## src/rtl/mmio_uart_tx.sv

```systemverilog
// Memory-mapped 8N1 UART transmitter: snoops core stores into a byte FIFO and
// serialises them on Tx; exposes a combinational status word for loads.
module mmio_uart_tx #(
   parameter logic [31:0] BASE_ADDR    = 32'h0000_1000,
   parameter int          CLKS_PER_BIT = 16,
   parameter int          FIFO_DEPTH   = 4
) (
   input  logic        clk,
   input  logic        reset,
   input  logic        MemWrite,
   input  logic [31:0] DataAdr,
   input  logic [31:0] WriteData,
   output logic        UartSel,
   output logic [31:0] UartReadData,
   output logic        Tx
);

   localparam int BW = $clog2(CLKS_PER_BIT);
   localparam int PW = $clog2(FIFO_DEPTH);
   localparam int CW = PW + 1;
   localparam logic [BW-1:0] BAUD_MAX = BW'(CLKS_PER_BIT - 1);
   localparam logic [CW-1:0] CNT_FULL = CW'(FIFO_DEPTH);

   typedef enum logic [1:0] {S_IDLE, S_START, S_DATA, S_STOP} state_t;

   logic [7:0]    r_mem [FIFO_DEPTH];
   logic [PW-1:0] r_wp, r_rp;
   logic [CW-1:0] r_cnt;
   logic          r_ovf;
   state_t        r_state;
   logic [BW-1:0] r_baud;
   logic [2:0]    r_bit;
   logic [7:0]    r_shift;
   logic          r_tx;

   logic          w_full, w_empty, w_busy;
   logic          w_wr_data, w_wr_stat, w_push, w_pop, w_baud_done;
   state_t        w_state_nxt;
   logic [BW-1:0] w_baud_nxt;
   logic [2:0]    w_bit_nxt;
   logic [7:0]    w_shift_nxt;
   logic          w_tx_nxt;
   logic [31:0]   w_status;
   logic          w_unused;

   assign UartSel   = (DataAdr[31:3] == BASE_ADDR[31:3]);
   assign w_wr_data = MemWrite && UartSel && !DataAdr[2];
   assign w_wr_stat = MemWrite && UartSel &&  DataAdr[2];

   assign w_full  = (r_cnt == CNT_FULL);
   assign w_empty = (r_cnt == '0);
   assign w_busy  = (r_state != S_IDLE);
   // Full is sampled before any same-cycle pop, so a write into a full FIFO is
   // always dropped even if the FSM frees a slot on that edge.
   assign w_push  = w_wr_data && !w_full;

   assign w_status     = {28'b0, r_ovf, w_busy, w_empty, w_full};
   assign UartReadData = (UartSel && DataAdr[2]) ? w_status : 32'b0;
   assign Tx           = r_tx;
   assign w_unused     = &{1'b0, WriteData[31:8], DataAdr[1:0]};

   always_ff @(posedge clk) begin
      if (w_push) r_mem[r_wp] <= WriteData[7:0];
   end

   always_ff @(posedge clk or negedge reset) begin
      if (!reset) begin
         r_wp  <= '0;
         r_rp  <= '0;
         r_cnt <= '0;
         r_ovf <= 1'b0;
      end else begin
         if (w_push) r_wp <= r_wp + PW'(1);
         if (w_pop)  r_rp <= r_rp + PW'(1);
         case ({w_push, w_pop})
            2'b10:   r_cnt <= r_cnt + CW'(1);
            2'b01:   r_cnt <= r_cnt - CW'(1);
            default: r_cnt <= r_cnt;
         endcase
         if (w_wr_data && w_full)
            r_ovf <= 1'b1;
         else if (w_wr_stat && WriteData[3])
            r_ovf <= 1'b0;
      end
   end

   always_ff @(posedge clk or negedge reset) begin
      if (!reset) begin
         r_state <= S_IDLE;
         r_baud  <= '0;
         r_bit   <= '0;
         r_shift <= '0;
         r_tx    <= 1'b1;
      end else begin
         r_state <= w_state_nxt;
         r_baud  <= w_baud_nxt;
         r_bit   <= w_bit_nxt;
         r_shift <= w_shift_nxt;
         r_tx    <= w_tx_nxt;
      end
   end

   assign w_baud_done = (r_baud == BAUD_MAX);

   always_comb begin
      w_state_nxt = r_state;
      w_baud_nxt  = r_baud + BW'(1);
      w_bit_nxt   = r_bit;
      w_shift_nxt = r_shift;
      w_pop       = 1'b0;
      case (r_state)
         S_IDLE: begin
            w_baud_nxt = '0;
            if (!w_empty) begin
               w_pop       = 1'b1;
               w_shift_nxt = r_mem[r_rp];
               w_state_nxt = S_START;
            end
         end
         S_START: begin
            if (w_baud_done) begin
               w_baud_nxt  = '0;
               w_bit_nxt   = '0;
               w_state_nxt = S_DATA;
            end
         end
         S_DATA: begin
            if (w_baud_done) begin
               w_baud_nxt  = '0;
               w_shift_nxt = r_shift >> 1;
               if (r_bit == 3'd7)
                  w_state_nxt = S_STOP;
               else
                  w_bit_nxt = r_bit + 3'd1;
            end
         end
         S_STOP: begin
            if (w_baud_done) begin
               w_baud_nxt = '0;
               // Chain straight into the next start bit when data is waiting.
               if (!w_empty) begin
                  w_pop       = 1'b1;
                  w_shift_nxt = r_mem[r_rp];
                  w_state_nxt = S_START;
               end else begin
                  w_state_nxt = S_IDLE;
               end
            end
         end
         default: w_state_nxt = S_IDLE;
      endcase
   end

   // Tx is registered from the next state so the pin only moves on clk edges.
   always_comb begin
      w_tx_nxt = 1'b1;
      case (w_state_nxt)
         S_START: w_tx_nxt = 1'b0;
         S_DATA:  w_tx_nxt = w_shift_nxt[0];
         default: w_tx_nxt = 1'b1;
      endcase
   end

endmodule

```

## config.mk

```make
export PLATFORM = sky130hd
export DESIGN_NAME = mmio_uart_tx
export DESIGN_NICKNAME = d
export VERILOG_FILES = /design/src/rtl/mmio_uart_tx.sv
export SDC_FILE = /design/constraint.sdc
export NUM_CORES = 1
export LEC_CHECK = 0
export ABC_AREA = 1
export CORE_UTILIZATION = 50
export DETAILED_ROUTE_END_ITERATION = 12
export GPL_ROUTABILITY_DRIVEN = 0
export GPL_TIMING_DRIVEN = 0
export PLACE_DENSITY = 0.86
export SYNTH_ARGS = -nofsm -noshare
export SYNTH_HDL_FRONTEND = slang
export SYNTH_SLANG_ARGS = --single-unit
```

## constraint.sdc

```tcl
create_clock -name clk -period 5.2 [get_ports clk]
set_clock_uncertainty 0.05 [all_clocks]
set_input_delay 0.52 -clock clk [delete_from_list [all_inputs] [get_ports clk]]
set_output_delay 0.52 -clock clk [all_outputs]
set_load 0.02 [all_outputs]
```

Wires at chosen ports, followed through buffers:
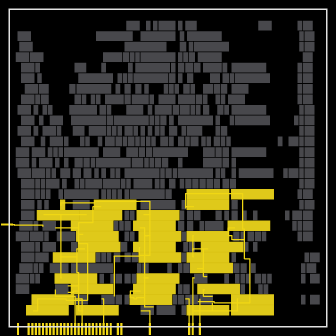
Key: yellow = WriteData [direction input, end cells 33, buffers 8, wire 396 um]

Cell density map:
8 x 8 tiles, from black (low) to pale yellow (high), 0 to 100% covered.
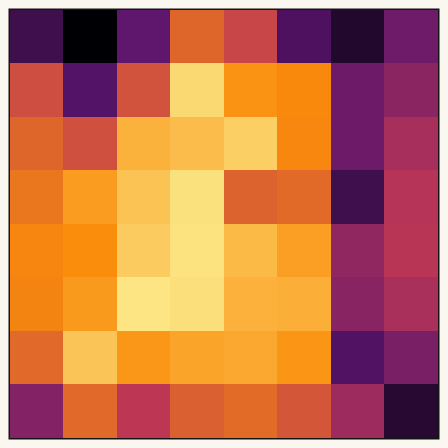
1.6% of the tiles are nearly empty. The mean over all tiles is 59%. 36% of the tiles are over 75% full.

Cell placement:
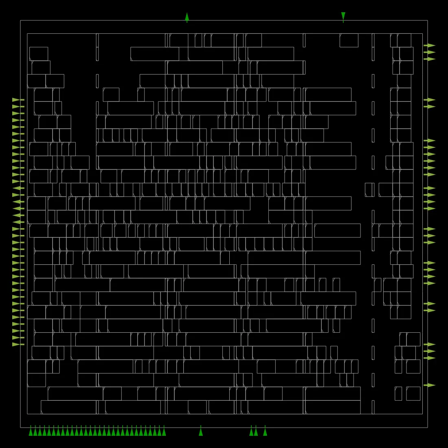
core area: 0.00603 mm2
# rows: 28

==> results.ini <==
[placement]
dp_slack_ns=2.14
hpwl_after_dpl_um=4700
io_buf_count=46

[floorplan]
design.portCount=101
die_w_um=81.5
die.size.y_um=81.5

[critical_path]
cp-start-kind=input port
critPathMostFrequentCell=nor2_1
worst_ep_arrival_ns=2.48
crit_path_max_fanout=7

[clock_network]
clk_root_buffer_cell=clkbuf_8
cts.htree.levels=3
ctsResizeCount=0
post_cts.repair.setup_buffers=0

[final_timing]
hold_viol=0
fin_tns_setup_ns=0
setup-violations-final=0
setup_slack_ns=2.15
timing.final.crit_share_pct=58.6
finalHoldWorstSlack_ns=0.418
max_slew.worst_pin.slew_ns=1.18

[flow_run]
cap_violations=0
tool_warnings=59

[pwr]
power.density_mw_per_mm2=252
ir_drop_mv=0.289

[yosys]
post_synth.cell_area_avg_um2=8.73
yosys.area.top_type=edfxtp_1
post_synthesis_chip_area_from_yosys_mm2=0.00316

[outcome]
outcome=finished, final reports clean

[drt]
drt_wl_total_um=6710
first_pass_iters=5

[global_routing]
wire_length_of_the_first_global_routing_pass_um=10800
grt.busiest_layer=met2
global_route.usage.total_pct=22.2

[cells_and_area]
fraction_of_final_layout_cells_sized_beyond_drive_strength_1_pct=12.0
post-route-cell-area_mm2=0.00404
antenna_cells_inserted=0
area_growth_syn_to_layout_pct=27.6

==> per-layer routing <==
layer  up-vias  wire [um]
met2       142       3310
li1       1292          -
met3        20        533
met1      1169       2670
met4         0        193
met5         -          0
==> cells in the mapped netlist (all sizes together) <==
library cell,instances
o21ai,20
edfxtp,32
or2,2
inv,32
nand3,36
conb,1
a21oi,10
o21a,1
ha,13
dfstp,1
clkbuf,1
xnor2,1
nand2,95
nor2,42
buf,34
dfrtp,25
nand3b,2
fa,1
nand4,4
clkinv,2
a31oi,1
o31ai,1
and3,1
xor2,4
==> cell families after synthesis <==
group	after synthesis	synth area share (%)
AOI/OAI and AO/OA	33	5.42
xor gates and xnor gates	5	1.38
adders and majority gates	14	5.78
buffers and inverters	69	12.0
DFF	58	51.0
other	1	0.119
and+or+nand+nor	182	24.3
==> layout make-up <==
| cell class | count | area (um2) |
|---|---|---|
| clock inverter | 7 | 93.8 |
| multi-input combinational | 262 | 1270 |
| timing repair buffer | 46 | 460 |
| clock buffer | 9 | 124 |
| sequential | 58 | 1610 |
| fill | 471 | 1990 |
| inverter | 34 | 129 |
| tap | 75 | 93.8 |
| buffer | 35 | 250 |
==> power by group <==
| part | internal, mW | switching [mW] | leakage (nW) | total [mW] |
|---|---|---|---|---|
| sequential | 0.486 | 0.00000000199 | 0.608 | 0.486 |
| clock | 0.268 | 0.187 | 0.105 | 0.455 |
| combinational | 0.0421 | 0.0337 | 1.14 | 0.0758 |
==> worst paths after layout <==
check	startpoint	slack, ns	end	depth (start not counted)
hold / removal	r_baud[0]$_DFF_PN0_	0.42	r_baud[0]$_DFF_PN0_	1
max in group asynchronous	reset	3.64	r_state[1]$_DFF_PN0_	1
hold reg to reg	r_baud[0]$_DFF_PN0_	0.42	r_baud[0]$_DFF_PN0_	1
setup reg to reg	r_state[1]$_DFF_PN0_	2.60	r_cnt[2]$_DFFE_PN0P_	13
min in group asynchronous	reset	0.76	r_shift[7]$_DFFE_PN0P_	1
setup / recovery	DataAdr[24]	2.15	UartReadData[1]	9
==> registers in the layout, summed over array words and instances (netlist names) <==
signal	count
r_cnt	3
r_bit	3
r_shift	8
Tx	1
r_wp	2
r_rp	2
r_ovf	1
r_mem	32
r_state	2
r_baud	4
Power figures rest on the tool's default switching activity, not on a simulated workload.
